### Power grid

The bar under the picture is 10 um long. Pins as bars on the die edge.
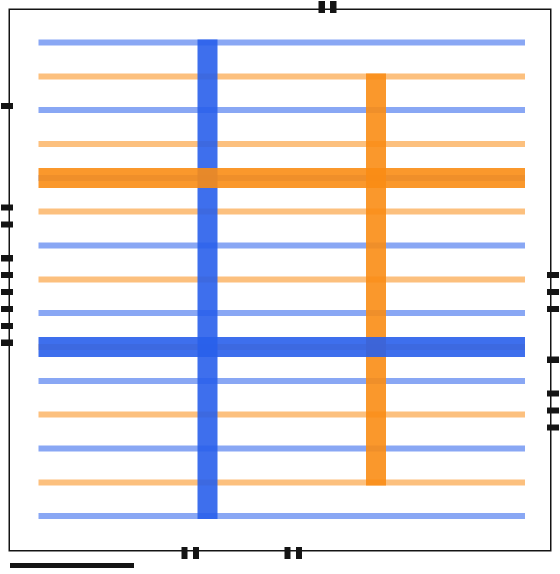
### Placement by cell class

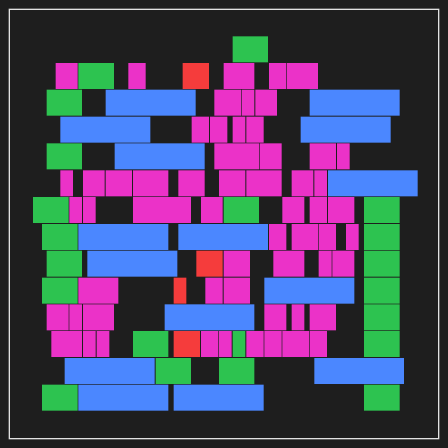
### Clock distribution

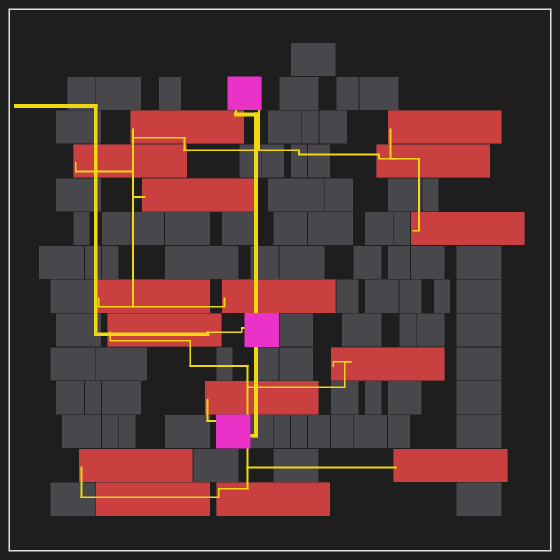
### Wiring by layer

The bar under the picture is 10 um long.
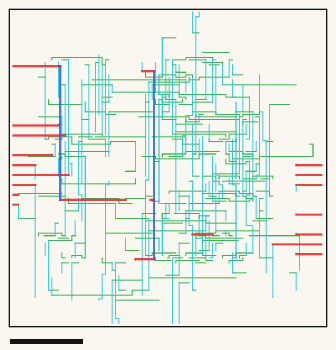
$ cat src/rtl/jk_ff_driver.sv
// Drives J/K excitation onto an external JK flip-flop so that it reaches a requested
// target state, then checks the fed-back Q and keeps a sticky error flag and saturating count.
module jk_ff_driver (
    input  logic       Clk,
    input  logic       rst,
    input  logic       d_valid,
    input  logic       d,
    input  logic       mode,
    input  logic       q_fb,
    input  logic       err_clr,
    output logic       d_ready,
    output logic       J,
    output logic       K,
    output logic       exp_q,
    output logic       mismatch,
    output logic [7:0] err_cnt,
    output logic [1:0] state_dbg
);

    // Handshake: a request transfers on a rising Clk edge where d_valid and d_ready
    // are both high; d_ready is high only in IDLE, so nothing is taken during DRIVE/CHECK.
    typedef enum logic [1:0] {
        IDLE  = 2'd0,
        DRIVE = 2'd1,
        CHECK = 2'd2
    } state_t;

    state_t     state_q, state_d;
    logic       j_q, j_d;
    logic       k_q, k_d;
    logic       exp_st_q, exp_st_d;
    logic       d_lat_q, d_lat_d;
    logic       mis_q, mis_d;
    logic [7:0] cnt_q, cnt_d;
    logic       bad;

    always_comb begin
        state_d  = state_q;
        j_d      = 1'b0;
        k_d      = 1'b0;
        exp_st_d = exp_st_q;
        d_lat_d  = d_lat_q;
        mis_d    = mis_q;
        cnt_d    = cnt_q;
        bad      = (state_q == CHECK) && (q_fb != exp_st_q);

        case (state_q)
            IDLE: begin
                if (d_valid) begin
                    state_d = DRIVE;
                    d_lat_d = d;
                    // Excitation is computed at accept so J/K are valid for the whole DRIVE cycle.
                    if (mode) begin
                        j_d = (d != exp_st_q);
                        k_d = (d != exp_st_q);
                    end else begin
                        j_d = d;
                        k_d = ~d;
                    end
                end
            end
            DRIVE: begin
                exp_st_d = d_lat_q;
                state_d  = CHECK;
            end
            CHECK: begin
                state_d = IDLE;
                if (bad) exp_st_d = q_fb;
            end
            default: state_d = IDLE;
        endcase

        if (err_clr) begin
            mis_d = 1'b0;
            cnt_d = 8'd0;
        end
        // A mismatch on the same edge as a clear wins and counts as the first new error.
        if (bad) begin
            mis_d = 1'b1;
            if (err_clr)            cnt_d = 8'd1;
            else if (cnt_q != 8'hFF) cnt_d = cnt_q + 8'd1;
            else                    cnt_d = cnt_q;
        end
    end

    always_ff @(posedge Clk or negedge rst) begin
        if (!rst) begin
            state_q  <= IDLE;
            j_q      <= 1'b0;
            k_q      <= 1'b0;
            exp_st_q <= 1'b0;
            d_lat_q  <= 1'b0;
            mis_q    <= 1'b0;
            cnt_q    <= 8'd0;
        end else begin
            state_q  <= state_d;
            j_q      <= j_d;
            k_q      <= k_d;
            exp_st_q <= exp_st_d;
            d_lat_q  <= d_lat_d;
            mis_q    <= mis_d;
            cnt_q    <= cnt_d;
        end
    end

    assign d_ready   = (state_q == IDLE);
    assign J         = j_q;
    assign K         = k_q;
    assign exp_q     = exp_st_q;
    assign mismatch  = mis_q;
    assign err_cnt   = cnt_q;
    assign state_dbg = state_q;

endmodule

$ cat config.mk
export PLATFORM = sky130hd
export DESIGN_NAME = jk_ff_driver
export DESIGN_NICKNAME = d
export VERILOG_FILES = /design/src/rtl/jk_ff_driver.sv
export SDC_FILE = /design/constraint.sdc
export NUM_CORES = 1
export LEC_CHECK = 0
export ABC_CLOCK_PERIOD_IN_PS = 2600
export CAP_MARGIN = 40
export CORE_MARGIN = 2
export CORE_UTILIZATION = 48
export DETAILED_ROUTE_END_ITERATION = 8
export GPL_TIMING_DRIVEN = 0
export PLACE_DENSITY = 0.8
export SYNTH_ARGS = -nofsm -noshare
export SYNTH_HDL_FRONTEND = slang
export SYNTH_SLANG_ARGS = --single-unit
$ cat constraint.sdc
create_clock -name Clk -period 2.6 [get_ports Clk]
set_clock_uncertainty 0.15 [all_clocks]
set_input_delay 0.52 -clock Clk [delete_from_list [all_inputs] [get_ports Clk]]
set_output_delay 0.52 -clock Clk [all_outputs]
set_load 0.01 [all_outputs]
==> results.toml <==
# synthesis and place-and-route metrics
[outcome]
status = "completed"

[layout]
register_area_um2 = 375
final_cells = 114
inverters = 4
layout-drive-gt1-share_pct = 8.16
area_growth_pct = 33.1
comb_cells = 54
mostFrequentLayoutCell = "clkdlybuf4s50_1"
nFlopsAndLatches = 15
diodes = 0
biggestCellCategory = "registers"
final_area_um2 = 992
nets = 107
comb-cell-share_pct = 35.4
clock_buffers = 4
nNonClkBuffers = 21
lay_top_cells = "20 x clkdlybuf4s50_1, 15 x dfrtp_1, 7 x nor2_1, 7 x a21oi_1, 4 x inv_1"
nFillCells = 124
largest_register_ffs = 8
mi_logic_area_um2 = 352
clkCellAreaFrac_pct = 2.65
buffer_area_share_pct = 20.6

[global_routing]
antenna_found_initial = 0
grt_pass1_wl_um = 2730
grtUsageMet2_pct = 32.8
grt-ovfl-total = 0
busiest_layer = "met2"
met1_usage_pct = 23.1
grt_pass1_vias = 655

[worst_setup_path]
worstSetupPathDepth = 2
critPathMaxFanout = 6
start_kind = "flop"
cp.arrival_ps = 1430
critical_path_required_ps = 1930
cp_slowest_cell = "clkdlybuf4s50_1"
crit_chain = "nor2_1 -> clkdlybuf4s50_1"
cp-startpoint = "state_dbg[1]$_DFFE_PN0P_"
critical_path_class = "flop to output port"
worstPathBufferInverterCount = 1
cp-endpoint = "d_ready"
path_delay_family = "buffers and inverters"
r2r_slack_ps = 750
r2r_end = "err_cnt[2]$_DFFE_PN0P_"
reg2reg_from = "err_cnt[0]$_DFFE_PN0P_"
reg2reg_depth = 5

[hold_path]
hp-start = "mismatch$_DFFE_PN0P_"
hold_class = "flop to flop"
hold_end = "mismatch$_DFFE_PN0P_"
whs_path_depth = 2

[logic_synthesis]
flop_cell = "dfrtp_1"
synth_nets = 82
top_cells_by_area = "dfrtp_1 50%, a21oi_1 4.7%, nor2_1 3.5%, a211oi_1 3.0%, nor2b_1 2.5%"
netlist_area_um2 = 746
common_cells = "15 x dfrtp_1, 7 x a21oi_1, 7 x nor2_1, 4 x inv_1"
ys_async_sr_fraction_pct = 100
synth_top_area_share_pct = 50.3
ys_cells = 74
synth_flops = 15
post-synth-top-count-cell = "dfrtp_1"
ys_sh_simple_pct = 22.1
ys_area_um2 = 746
edf_count = 0
synthAoiAreaFrac_pct = 15.9
top_area_cell = "dfrtp_1"
synthAdderAreaFrac_pct = 1.68
logic_family = "simple AND/OR/NAND/NOR gates"
ys_seq_share_pct = 50.3
yosys_warnings = 0
synth.area.mux_share_pct = 2.85
ys_types = 33
xor_area_share_pct = 4.53
syn_avg_cell_area_um2 = 10.1

[routing]
route.detailed.vias_per_inst = 5.66
met3_length_um = 83
dr.pass1.iters = 4
antenna_left = 0
top_layer = "met4"
dr_wl_met2_um = 748
drt_iter0_drc = 6
wirelength_um = 1510
met1_length_um = 638
route.detailed.drc = 0

[clock_tree]
numClockSinks = 15
postCtsSetupBuffers = 0
cts_resized = 0
cts_made_buffers = 3
cts_tree = "yes"
cts_buffer_depth = 2
root_buffer = "clkbuf_4"
clkTransAtPathRegs_ps = 90
cts_hold_buf = 0
h-tree-depth = 1
clock_latency_ps = 290

[sta]
hold_slack_ps = 380
slew-limit-headroom_pct = 55.2
maxClockFrequency_mhz = 476
fin_crit_sh_pct = 80.8
worst_pin_slew_ps = 670
rsz0062_at_grt = "no"
fin_crit_ps = 2100
finalMaxSlewViolations = 0
hold_viol = 0
finalSetupViolations = 0
layout_setup_ws_ps = 499
tns_ps = 0

[placed_design]
place_inst = 110
placed_cell_area_um2 = 966
dp_hpwl_um = 1130
place_congestion = 0.792
pre_cts_slack_ps = 273
port_buffers = 20

[power_and_ir_drop]
power.leakage_nw = 0.397
maxPowerGroup = "registers"
seqPwrFrac_pct = 49.5
power.density_nw_per_um2 = 585
powerComb_uw = 156
switching_share_pct = 30.4
p_seq_uw = 287
p_clk_uw = 137
p_sw_uw = 176
power.share.clock_pct = 23.5
intPower_uw = 404
power_uw = 581
power_frac_comb_pct = 27.0

[die]
die_w_um = 43.4
die-area_um2 = 1880
fp_util_pct = 50.1
taps = 16
dieHeight_um = 43.4
io_pins = 22

[job]
warnings = 26
maxCapViolCount = 0
-- 'Power grid' (at the start) --
orange -> VDD
blue -> VSS
met5 straps = 2
met1 rails = 15
met4 straps = 2
Core ar.: 1490 um^2
worst vdd ir: 0.339 mV

-- 'Placement by cell class' (at the start) --
magenta -> remaining logic cells  # cells 58, share of their area 38%
red -> clock drivers and dummy loads  # cells 4, share of their area 2.7%
green -> remaining buffers and delay cells  # cells 21, share of their area 21%
blue -> registers  # cells 15, share of their area 39%
row cnt: 14
Util after Layout: 66.6%
Seq/total area: 37.8%

-- 'Clock distribution' (at the start) --
red -> flip-flops  # count 15
yellow -> clock wires  # length 208 um
magenta -> clock-net drivers  # count 3
routed clock nets = 4

-- 'Wiring by layer' (at the start) --
cyan -> M2  # wire length 749 um
green -> M1  # wire length 638 um
blue -> M4  # wire length 44.2 um
red -> M3  # wire length 83.5 um
routed length per instance: 13.3 um
via count: 645
GRT Resource Usage Total: 20.1%

